===== src/rtl/freq_div_pkg.sv =====
// Shared types and the configuration legality rule for the freq_div_multi divider bank.
package freq_div_pkg;

    localparam int CNT_W_DEF = 16;

    typedef struct packed {
        logic [CNT_W_DEF-1:0] div;
        logic [CNT_W_DEF-1:0] high;
    } cfg_t;

    // 32-bit arguments let any counter width up to 32 share the same rule.
    function automatic logic cfg_legal(input logic [31:0] div, input logic [31:0] high);
        return (div >= 32'd2) && (high >= 32'd1) && (high < div);
    endfunction

endpackage


===== src/rtl/freq_div_channel.sv =====
// One divider channel: period counter, active and shadow ratio registers, registered outputs.
module freq_div_channel
    import freq_div_pkg::*;
#(
    parameter int CNT_W    = CNT_W_DEF,
    parameter int DEF_DIV  = 4,
    parameter int DEF_HIGH = 2
) (
    input  logic             clock_in,
    input  logic             reset,
    input  logic             enable,
    input  logic             syncIn,
    input  logic             wrEn,
    input  logic [CNT_W-1:0] wrDiv,
    input  logic [CNT_W-1:0] wrHigh,
    output logic             clkOut,
    output logic             tick,
    output logic             pend
);

    logic [CNT_W-1:0] cnt;
    logic [CNT_W-1:0] cntNext;
    logic [CNT_W-1:0] cntInc;
    logic [CNT_W-1:0] activeDiv;
    logic [CNT_W-1:0] activeHigh;
    logic [CNT_W-1:0] shadowDiv;
    logic [CNT_W-1:0] shadowHigh;
    logic             running;
    logic             restart;
    logic             applyNow;
    logic             clkNext;
    logic             tickNext;

    assign cntInc = cnt + CNT_W'(1);

    // A new period starts on wrap, on sync, or on the first enabled edge after idle.
    // The high phase is never empty, so a period always opens with clkOut high.
    always_comb begin
        applyNow = 1'b0;
        cntNext  = '0;
        clkNext  = 1'b0;
        tickNext = 1'b0;
        restart  = syncIn || !running || (cnt == activeDiv - CNT_W'(1));
        if (!enable) begin
            applyNow = pend;
        end else if (restart) begin
            applyNow = pend;
            clkNext  = 1'b1;
            tickNext = 1'b1;
        end else begin
            cntNext = cntInc;
            clkNext = (cntInc < activeHigh);
        end
    end

    always_ff @(posedge clock_in or negedge reset) begin
        if (!reset) begin
            cnt        <= '0;
            clkOut     <= 1'b0;
            tick       <= 1'b0;
            running    <= 1'b0;
            activeDiv  <= CNT_W'(DEF_DIV);
            activeHigh <= CNT_W'(DEF_HIGH);
            shadowDiv  <= '0;
            shadowHigh <= '0;
            pend       <= 1'b0;
        end else begin
            cnt     <= cntNext;
            clkOut  <= clkNext;
            tick    <= tickNext;
            running <= enable;
            if (applyNow) begin
                activeDiv  <= shadowDiv;
                activeHigh <= shadowHigh;
            end
            // A write coinciding with an apply refills the shadow, so pend stays set.
            if (wrEn) begin
                shadowDiv  <= wrDiv;
                shadowHigh <= wrHigh;
                pend       <= 1'b1;
            end else if (applyNow) begin
                pend <= 1'b0;
            end
        end
    end

endmodule


===== src/rtl/freq_div_multi.sv =====
// N-channel programmable frequency divider: config decode, error pulse and sync fan-out.
module freq_div_multi
    import freq_div_pkg::*;
#(
    parameter int NUM_CH   = 3,
    parameter int CNT_W    = CNT_W_DEF,
    parameter int DEF_DIV  = 4,
    parameter int DEF_HIGH = 2,
    localparam int CH_W    = (NUM_CH > 1) ? $clog2(NUM_CH) : 1
) (
    input  logic              clock_in,
    input  logic              reset,
    input  logic [NUM_CH-1:0] ch_en,
    input  logic              sync_in,
    input  logic              cfg_wr,
    input  logic [CH_W-1:0]   cfg_ch,
    input  logic [CNT_W-1:0]  cfg_div,
    input  logic [CNT_W-1:0]  cfg_high,
    output logic              cfg_err,
    output logic [NUM_CH-1:0] clk_out,
    output logic [NUM_CH-1:0] tick,
    output logic [NUM_CH-1:0] cfg_pend
);

    logic cfgOk;

    assign cfgOk = cfg_legal(32'(cfg_div), 32'(cfg_high)) && (int'(cfg_ch) < NUM_CH);

    always_ff @(posedge clock_in or negedge reset) begin
        if (!reset) begin
            cfg_err <= 1'b0;
        end else begin
            cfg_err <= cfg_wr && !cfgOk;
        end
    end

    for (genvar i = 0; i < NUM_CH; i++) begin : gCh
        freq_div_channel #(
            .CNT_W    (CNT_W),
            .DEF_DIV  (DEF_DIV),
            .DEF_HIGH (DEF_HIGH)
        ) uCh (
            .clock_in (clock_in),
            .reset    (reset),
            .enable   (ch_en[i]),
            .syncIn   (sync_in),
            .wrEn     (cfg_wr && cfgOk && (cfg_ch == CH_W'(i))),
            .wrDiv    (cfg_div),
            .wrHigh   (cfg_high),
            .clkOut   (clk_out[i]),
            .tick     (tick[i]),
            .pend     (cfg_pend[i])
        );
    end

endmodule


===== config.mk =====
export PLATFORM = sky130hd
export DESIGN_NAME = freq_div_multi
export DESIGN_NICKNAME = d
export VERILOG_FILES = /design/src/rtl/freq_div_pkg.sv /design/src/rtl/freq_div_channel.sv /design/src/rtl/freq_div_multi.sv
export SDC_FILE = /design/constraint.sdc
export NUM_CORES = 1
export LEC_CHECK = 0
export ABC_CLOCK_PERIOD_IN_PS = 10500
export CORE_MARGIN = 4
export CORE_UTILIZATION = 40
export DETAILED_ROUTE_END_ITERATION = 8
export RECOVER_POWER = 100
export SYNTH_ARGS = -nofsm -noshare
export SYNTH_HDL_FRONTEND = slang
export SYNTH_SLANG_ARGS = --single-unit

===== constraint.sdc =====
create_clock -name clock_in -period 10.5 [get_ports clock_in]
set_input_delay 1.05 -clock clock_in [delete_from_list [all_inputs] [get_ports clock_in]]
set_output_delay 1.05 -clock clock_in [all_outputs]
set_load 0.1 [all_outputs]

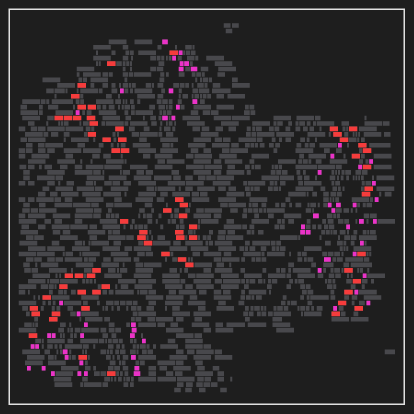
run_1/logic_types.png
(2 px per um)
family	colour	cells
fa/ha/maj cells	red	66
and/or cells	magenta	63
combinational share of cell area: 0.449
most common cell after layout, fill and taps aside: sky130_fd_sc_hd__dfrtp_1

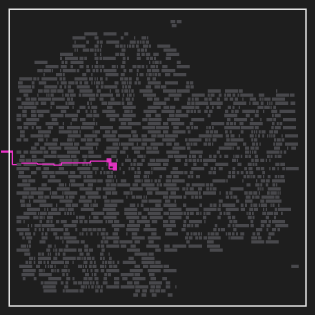
run_1/io_fan.png
(1.5 px per um)
port	colour	bits	direction	end cells	buffers	wire
cfg_wr	magenta	1	input	4	1	89.2 um
I/O Buffers: 50
number of top-level pins: 51

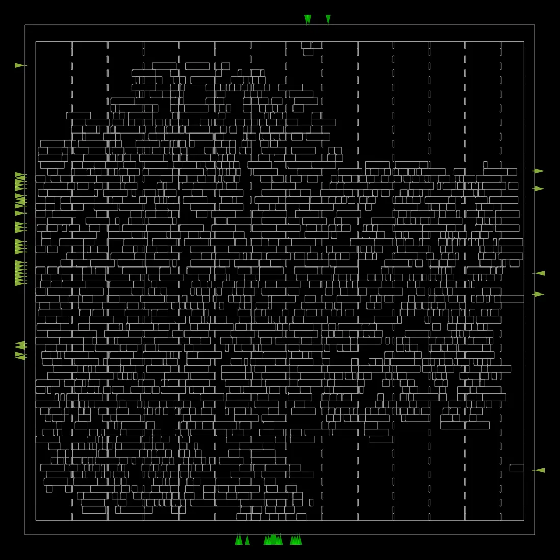
run_1/placement.png
tapcells inserted: 455
utilization after layout: 0.455
final instance count without filler cells: 1809
flop share of the area: 0.400
# rows: 68

==> reports/qor.log, run 1 <==
[status] status complete, but fails checks
[status] violated checks max-capacitance violations, max-slew violations
[global_route] global route overflow 0
[flow_run] count of warning messages emitted by the tools 28
[global_route] global-route usage over all layers 0.183
[timing] maximum clock frequency 182 MHz
[cells_and_area] # diodes 0
[yosys] net count entering floorplan 1437
[setup_path] Worst path max stage delay 1.79 ns
[floorplan] height of the chip 197 um
[cells_and_area] area added between synthesis and finish 11.3%
[drt] Post-DRT Antenna Nets 0
[yosys] cell area after synthesis 0.0143 mm^2
[cells_and_area] layout cells sized above 1 0.146
[timing] unrepaired setup endpoints after global routing no
[clock_network] # H-tree levels 1
[setup_path] required time reported for the critical path endpoint 10.92 ns
[drt] vias per cell 5.69
[drt] sum of routed wire length over all layers 35400 um
[clock_network] TritonCTS clock tree built
[yosys] library cell occupying the most area in the post-synthesis netlist sky130_fd_sc_hd__dfrtp_1
[yosys] flip-flop and latch count after synthesis 253
[setup_path] kind of capture point of the worst setup path flip-flop
[yosys] synthesized chip area reported by yosys 0.0143 mm^2
[yosys] number of library cell types mapped by synthesis 70
[setup_path] crit-path leading delay family buffers and inverters
[yosys] Post-Synthesis Mean Instance Area 10.7 um^2
[floorplan] Die W 197 um
[setup_path] Critical R2R Launch gCh[1].uCh.activeDiv[0]
[timing] transition at the pin with the smallest max-transition slack 3.90 ns
[power_and_ir_drop] Pwr per Cell Area 213 mW/mm^2
[drt] number of DRC markers after the initial detailed-route iteration 713
[yosys] dominant cells by area after synthesis sky130_fd_sc_hd__dfrtp_1, sky130_fd_sc_hd__mux2_2, sky130_fd_sc_hd__ha_1
[setup_path] slack of the worst reg-to-reg path 5.23 ns
[yosys] number of enable flip-flop cells 0
[setup_path] Worst Setup Path Type input pin to flip-flop
[global_route] via count of the first global-routing pass 10200
[clock_network] count of cells resized by post-cts repair 0
[timing] max-slew headroom at the worst pin -1.60
[clock_network] root buffer cell sky130_fd_sc_hd__clkbuf_16
[power_and_ir_drop] Static Leak 0.00677 uW
[yosys] warnings from Yosys 0
[drt] DRC violation count after routing 0
[setup_path] type of element launching the critical path input pin
[timing] clock skew after layout 0.0127 ns
[timing] final-layout worst hold slack 0.486 ns
[timing] Fin Setup TNS 0 ns
[clock_network] maximum count of clock buffers along a single path 3
[clock_network] post-CTS setup buffer count 0
[clock_network] total number of clock tree sinks 253
[min_path] terminating pin of the worst hold path gCh[1].uCh.activeHigh[0]
[yosys] Post-synth ARST share 1.00
[drt] detailed-routing iteration count for the pre-antenna-repair pass 7
[setup_path] worst path cell trace dlygate4sd3_1, clkbuf_1, clkinv_1, o211ai_1, a21boi_0, nand3_1
[placed_design] DP Wirelength 24300 um
[yosys] area fraction of the dominant cell type after synthesis 0.433
[min_path] number of cells on the worst hold path 1
[floorplan] total die size 0.0387 mm^2
[global_route] pin count of the biggest net entering global routing 114
[clock_network] hold-fix buffer count after cts 0
[flow_run] number of max-cap violations 9
[yosys] library cell with the highest instance count after synthesis sky130_fd_sc_hd__dfrtp_1
[cells_and_area] final-stage net count 1441
[timing] period utilization 0.524
[timing] final critical delay including setup and external delays 5.50 ns
[clock_network] Late-Pin Clk Latency 0.56 ns
[power_and_ir_drop] maximum vdd drop 0.158 mV
[setup_path] Arr. time, crit path 5.92 ns
[yosys] top_reg_cell synth sky130_fd_sc_hd__dfrtp_1
[drt] number of vias after detailed routing 10300
[global_route] antenna violations before repair 0
[yosys] synthesized instance count 1330
[placed_design] final RePlAce weighted congestion 0.816
[setup_path] RR Endpoint gCh[1].uCh.activeHigh[13]
[min_path] Worst Hold Launch gCh[1].uCh.shadowHigh[0]
[yosys] Synth Seq Share 0.445
[clock_network] clock buffer count from CTS 27
[timing] number of setup violations in the final report 0
[setup_path] Buffers & Inverters on Critical Path 3
[setup_path] Worst path slowest cell sky130_fd_sc_hd__clkinv_1
[drt] post-DR wirelength/cell 19.6 um
[clock_network] clock transition time at the flip-flop clock pins of the worst setup and hold paths 0.06 ns
[timing] Slew Limit Fails 394
[floorplan] Std-Cell Core Area 0.0349 mm^2
[timing] final hold viol count 0
[floorplan] starting density of the core 0.409
[global_route] global-route wire length before repair 57700 um
[setup_path] worst r2r path cells 10
[yosys] number of cells in Yosys stat 1330
[yosys] most common library cells after synthesis sky130_fd_sc_hd__dfrtp_1, sky130_fd_sc_hd__mux2_2, sky130_fd_sc_hd__inv_1
[setup_path] Max FO, Critical Path 50
[min_path] class of the worst hold path flip-flop to flip-flop
run 1: worst max-delay path by stage:
stage | start | to | slack, ns | cells after the start
detailed placement | cfg_div[9] | gCh[0].uCh.shadowHigh[12] | 6.02 | 9
global route | ch_en[2] | gCh[2].uCh.activeHigh[0] | 4.57 | 6
CTS | gCh[1].uCh.activeDiv[0] | gCh[1].uCh.activeHigh[13] | 6.46 | 10
finish | ch_en[2] | gCh[2].uCh.activeDiv[0] | 5.00 | 6
floorplan | gCh[1].uCh.activeDiv[0] | gCh[1].uCh.activeDiv[0] | 7.04 | 11
global placement | cfg_div[9] | gCh[0].uCh.shadowHigh[8] | 6.06 | 9
run 1: cell type report:
class	count	area, um^2
clock inverters	12	185
multi-input cells	902	7120
clock buffers	37	753
flip-flops and latches	253	6340
repair buffers	62	569
well taps	455	569
inverters	88	330
fillers	3293	19000
run 1: where the power goes:
part           switching (uW)  internal (uW)
combinational             399            418
sequential                290           1260
clock                     407            604
run 1: per-layer routing:
metal  GRT usage  part of all wire  vias to the layer above
li1            -                 -                     4875
met3      0.0241             0.032                       39
met5           0                 0                        -
met1       0.268              0.48                     5197
met2       0.296              0.47                      176
met4      0.0342             0.017                        0
run 1: cell families (layout without fill, tap and decap cells):
kind of cell               Yosys count  count (layout)  share of synthesized area
AOI/OAI and AO/OA                  230             230                      0.119
xor gates and xnor gates            90              90                     0.0553
adders and majority gates           66              66                     0.0579
buffers and inverters              175             199                     0.0506
DFF                                253             253                      0.445
muxes                              161             161                      0.132
and+or+nand+nor                    355             355                      0.141
run 1: registers in the layout, indices dropped and copies added (netlist names):
signal / cells
gCh.uCh.running: 3
gCh.uCh.shadowDiv: 48
gCh.uCh.shadowHigh: 48
gCh.uCh.clkOut: 3
gCh.uCh.pend: 3
gCh.uCh.tick: 3
gCh.uCh.activeHigh: 48
gCh.uCh.cnt: 48
gCh.uCh.activeDiv: 48
cfg_err: 1
run 1: layout by cell type, fill, tap and decap left out, drive strengths merged, types with 14 or more instances in the layout:
cell type	n
dfrtp	247
mux2	160
inv	89
ha	66
xnor2	60
nand3	59
nand4	55
nor2	44
clkbuf	44
a21boi	39
o211ai	37
o2111ai	35
nand2	34
clkdlybuf4s50	34
and3	32
xor2	30
a21oi	27
nor2b	26
o21ai	24
nor3	23
nor4	22
dlygate4sd3	15
or4	14
run 1: per-stage QoR:
step           cell area (um^2)  power (uW)  setup WS [ns]   util  instances
6_report                  15900        3370           5.00  0.455       1809
5_1_grt                   15900        3600           4.57  0.455       1809
2_1_floorplan             14300        2140           7.04      -       1330
3_3_place_gp              15100        2380           6.06  0.432       1760
4_1_cts                   16000        3440           6.46  0.459       1809
3_5_place_dp              15100        2420           6.02  0.432       1760
run_1/sizes.png
(2 px per um)
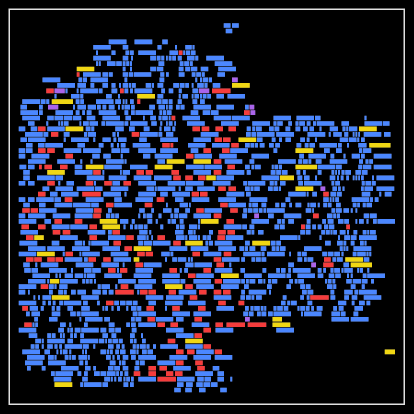

==> run 2: changes to the inputs <==
--- a/config.mk
+++ b/config.mk
@@ -5,7 +5,7 @@
 export SDC_FILE = /design/constraint.sdc
 export NUM_CORES = 1
 export LEC_CHECK = 0
-export ABC_CLOCK_PERIOD_IN_PS = 10500
+export ABC_CLOCK_PERIOD_IN_PS = 5300
 export CORE_MARGIN = 4
 export CORE_UTILIZATION = 40
 export DETAILED_ROUTE_END_ITERATION = 8
==> constraint.sdc (replaced) <==
create_clock -name clock_in -period 5.3 [get_ports clock_in]
set_input_delay 0.53 -clock clock_in [delete_from_list [all_inputs] [get_ports clock_in]]
set_output_delay 0.53 -clock clock_in [all_outputs]
set_load 0.1 [all_outputs]
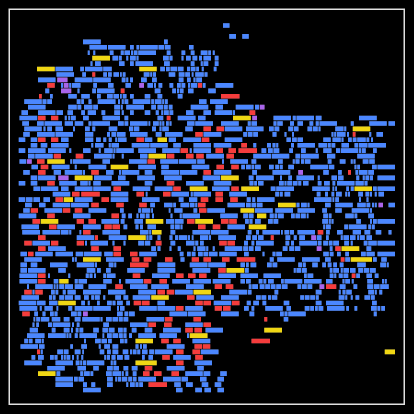
run_2/sizes.png
(2 px per um)
size	colour	cells	share
_6 and larger	yellow	38	2.8%
_3 and _4 cells	purple	14	1.0%
_0 and _1 cells	blue	1155	85%
_2 cells	red	153	11%
slack of the critical path: 0.824 ns
buffers outside the clock class: 66
area added between synthesis and finish: 11.5%
cell area after layout: 0.0159 mm^2

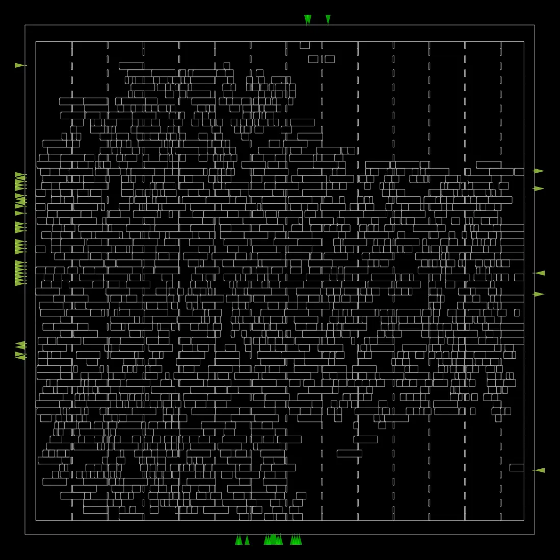
run_2/placement.png
utilization after layout: 0.456
Std-Cell Core Area: 0.0349 mm^2
fill cell instance count of the final layout: 3281

==> run 2 against run 1 <==
  * Design area grew 0.23%
  * The flow still finishes with violations (max-capacitance violations, max-slew violations)
  * First-iteration DRC count is 2.9% lower
  * Core utilization is 0.10 points higher
  * Combinational power increased by 100%
  * Largest cell class unchanged
  * Total power grew 98%
  * Count of clock-buffer cells in the layout up 3
==> reports/qor.log, run 2 <==
[status] status complete, but fails checks
[status] violated checks max-capacitance violations, max-slew violations
[timing] Fin Setup TNS 0 ns [unchanged]
[global_route] antenna violations before repair 0 [unchanged]
[timing] transition at the pin with the smallest max-transition slack 3.01 ns [-0.895 ns]
[clock_network] hold-fix buffer count after cts 0 [unchanged]
[global_route] global-route wire length before repair 58000 um [+0.61%]
[timing] number of setup violations in the final report 0 [unchanged]
[cells_and_area] layout cells sized above 1 0.151 [+0.00450]
[cells_and_area] # diodes 0 [unchanged]
[timing] Slew Limit Fails 238 [-40%]
[floorplan] # rows 68 [unchanged]
[yosys] warnings from Yosys 0 [unchanged]
[min_path] class of the worst hold path input pin to asynchronous set/reset pin
[placed_design] Placed Area 0.0151 mm^2 [+0.28%]
[timing] clock skew after layout 0.0189 ns [+0.00628 ns]
[global_route] global-route usage over all layers 0.185 [+0.00141]
[placed_design] placed insts 1764 [+0.23%]
[yosys] synthesized instance count 1330 [unchanged]
[floorplan] number of top-level pins 51 [unchanged]
[yosys] synthesized chip area reported by yosys 0.0143 mm^2 [unchanged]
[timing] unrepaired setup endpoints after global routing no
[floorplan] starting density of the core 0.409 [unchanged]
[yosys] fraction of the mapped netlist area in simple logic gates 0.141 [unchanged]
[clock_network] root buffer cell sky130_fd_sc_hd__clkbuf_16
[power_and_ir_drop] total power consumption of the routed design 6670 uW [+98%]
[cells_and_area] final instance count without filler cells 1815 [+0.33%]
[yosys] most common library cells after synthesis sky130_fd_sc_hd__dfrtp_1, sky130_fd_sc_hd__mux2_2, sky130_fd_sc_hd__inv_1
[power_and_ir_drop] maximum vdd drop 0.237 mV [+50%]
[drt] number of vias after detailed routing 10400 [+0.71%]
[floorplan] total die size 0.0387 mm^2 [unchanged]
[yosys] library cell occupying the most area in the post-synthesis netlist sky130_fd_sc_hd__dfrtp_1
[yosys] Post-Synth XOR/XNOR Area 0.0553 [unchanged]
[flow_run] count of warning messages emitted by the tools 28 [unchanged]
[yosys] share of cell area taken by muxes after synthesis 0.132 [unchanged]
[yosys] Synth Seq Share 0.445 [unchanged]
[yosys] dominant cells by area after synthesis sky130_fd_sc_hd__dfrtp_1, sky130_fd_sc_hd__mux2_2, sky130_fd_sc_hd__ha_1
[timing] max-slew headroom at the worst pin -1.01 [+0.596]
[placed_design] I/O Buffers 50 [unchanged]
[drt] DRC violation count after routing 0 [unchanged]
[drt] post-DR wirelength/cell 19.8 um [+1.1%]
[clock_network] maximum count of clock buffers along a single path 3 [unchanged]
[global_route] global route overflow 0 [unchanged]
[yosys] flip-flop and latch count after synthesis 253 [unchanged]
[timing] final critical delay including setup and external delays 4.48 ns
[clock_network] post-CTS setup buffer count 0 [unchanged]
[yosys] cell area after synthesis 0.0143 mm^2 [unchanged]
[yosys] number of cells in Yosys stat 1330 [unchanged]
[yosys] area share of fa/ha/maj cells after synthesis 0.0579 [unchanged]
[setup_path] Max FO, Critical Path 19 [-62%]
[yosys] number of library cell types mapped by synthesis 70 [unchanged]
[setup_path] required time reported for the critical path endpoint 5.74 ns [-5.18 ns]
[yosys] combinational family with the most area after synthesis simple AND/OR/NAND/NOR gates
[yosys] number of enable flip-flop cells 0 [unchanged]
[cells_and_area] final-stage net count 1447 [+0.42%]
[yosys] Post-synth ARST share 1.00 [unchanged]
[power_and_ir_drop] Pwr per Cell Area 419 mW/mm^2 [+97%]
[flow_run] number of max-cap violations 5 [-4]
[placed_design] final RePlAce weighted congestion 0.849 [+4.0%]
[clock_network] count of cells resized by post-cts repair 0 [unchanged]
[yosys] AO/OA Area Share 0.119 [unchanged]
[floorplan] Die W 197 um [unchanged]
[drt] detailed-routing iteration count for the pre-antenna-repair pass 5 [-2]
[drt] sum of routed wire length over all layers 35900 um [+1.5%]
[placed_design] setup slack at placement 1.32 ns [-4.70 ns]
[power_and_ir_drop] Static Leak 0.00680 uW [+0.46%]
[drt] Post-DRT Antenna Nets 0 [unchanged]
[yosys] top_reg_cell synth sky130_fd_sc_hd__dfrtp_1
[timing] period utilization 0.844
[cells_and_area] most common cell after layout, fill and taps aside sky130_fd_sc_hd__dfrtp_1
[yosys] Post-Synthesis Mean Instance Area 10.7 um^2 [unchanged]
[timing] final hold viol count 0 [unchanged]
[clock_network] clock transition time at the flip-flop clock pins of the worst setup and hold paths 0.06 ns [about the same]
[cells_and_area] most used cells in the layout excluding fill and tap cells sky130_fd_sc_hd__dfrtp_1, sky130_fd_sc_hd__mux2_2, sky130_fd_sc_hd__inv_1
[timing] maximum clock frequency 223 MHz
[placed_design] DP Wirelength 24800 um [+2.1%]
[yosys] area fraction of the dominant cell type after synthesis 0.433 [unchanged]
[drt] vias per cell 5.71 [+0.38%]
[clock_network] TritonCTS clock tree built
[clock_network] clock buffer count from CTS 29 [+7.4%]
[global_route] via count of the first global-routing pass 10400 [+1.8%]
[setup_path] kind of capture point of the worst setup path flip-flop
[clock_network] total number of clock tree sinks 253 [unchanged]
[clock_network] Late-Pin Clk Latency 0.56 ns [about the same]
[setup_path] Arr. time, crit path 4.91 ns [-1.01 ns]
[drt] number of DRC markers after the initial detailed-route iteration 692 [-2.9%]
[global_route] pin count of the biggest net entering global routing 109 [-4.4%]
[yosys] net count entering floorplan 1437 [unchanged]
[clock_network] # H-tree levels 1 [unchanged]
[floorplan] height of the chip 197 um [unchanged]
[setup_path] type of element launching the critical path input pin
[setup_path] Worst Setup Path Type input pin to flip-flop
[yosys] library cell with the highest instance count after synthesis sky130_fd_sc_hd__dfrtp_1
run 2: cell counts after synthesis:
Identical to the previous run, type by type.
run 2: worst max-delay path: stages:
cell and delay, ns:
sky130_fd_sc_hd__dlygate4sd3_1 0.70, sky130_fd_sc_hd__inv_1 0.09, sky130_fd_sc_hd__ha_1 0.32, sky130_fd_sc_hd__a21o_1 0.18, sky130_fd_sc_hd__a21o_1 0.17, sky130_fd_sc_hd__a21oi_1 0.17, sky130_fd_sc_hd__o211ai_1 0.19, sky130_fd_sc_hd__a21oi_1 1.42
sky130_fd_sc_hd__clkbuf_1 0.71, sky130_fd_sc_hd__mux2_2 0.42
run 2: cell families after synthesis:
family	after synthesis
XOR/XNOR	90
adder cells (fa/ha/maj)	66
AND-OR/OR-AND	230
AND/OR/NAND/NOR	355
buffers and inverters	175
multiplexers	161
flip-flops	253
run 2: final timing paths:
check                                               from                       end  slack, ns  depth (start not counted)
worst max-delay path                          cfg_div[9]  gCh[0].uCh.shadowHigh[4]       0.82                         10
worst min-delay path                               reset         gCh[2].uCh.cnt[1]       0.01                          1
worst max register to register   gCh[1].uCh.activeDiv[0]   gCh[1].uCh.activeDiv[3]       0.99                         10
worst min register to register  gCh[0].uCh.shadowDiv[12]  gCh[0].uCh.activeDiv[12]       0.48                          1
max in group asynchronous                          reset   gCh[2].uCh.shadowDiv[6]       1.98                          2
min in group clock_in           gCh[0].uCh.shadowDiv[12]  gCh[0].uCh.activeDiv[12]       0.48                          1
run 2: layout make-up:
type | count | area, um^2
Clock buffer | 40 | 817
Clock inverter | 11 | 123
Fill cell | 3281 | 19000
Inverter | 88 | 330
Multi-Input combinational cell | 902 | 7120
Sequential cell | 253 | 6340
Tap cell | 455 | 569
Timing Repair Buffer | 66 | 604
run 2: metal layers:
layer / vias up / part of all wire / track usage
met5: - / 0 / 0
met4: 0 / 0.018 / 0.0395
met3: 40 / 0.045 / 0.0241
met2: 259 / 0.47 / 0.294
met1: 5173 / 0.47 / 0.271
li1: 4888 / - / -
run 2: where the power goes:
part           internal [uW]  total (uW)  switching (uW)
Clock                   1170        1970             801
Combinational            827        1630             803
Sequential              2490        3070             577
run 2: through the flow:
stage / hold slack [ns] / utilization
final: 0.0139 / 0.456
after global routing: 0.0591 / 0.456
after CTS: 0.0280 / 0.461
after detailed placement: 0.466 / 0.434
after global placement: 0.465 / 0.434
after floorplan: 0.234 / -
Power figures rest on the tool's default switching activity, not on a simulated workload.
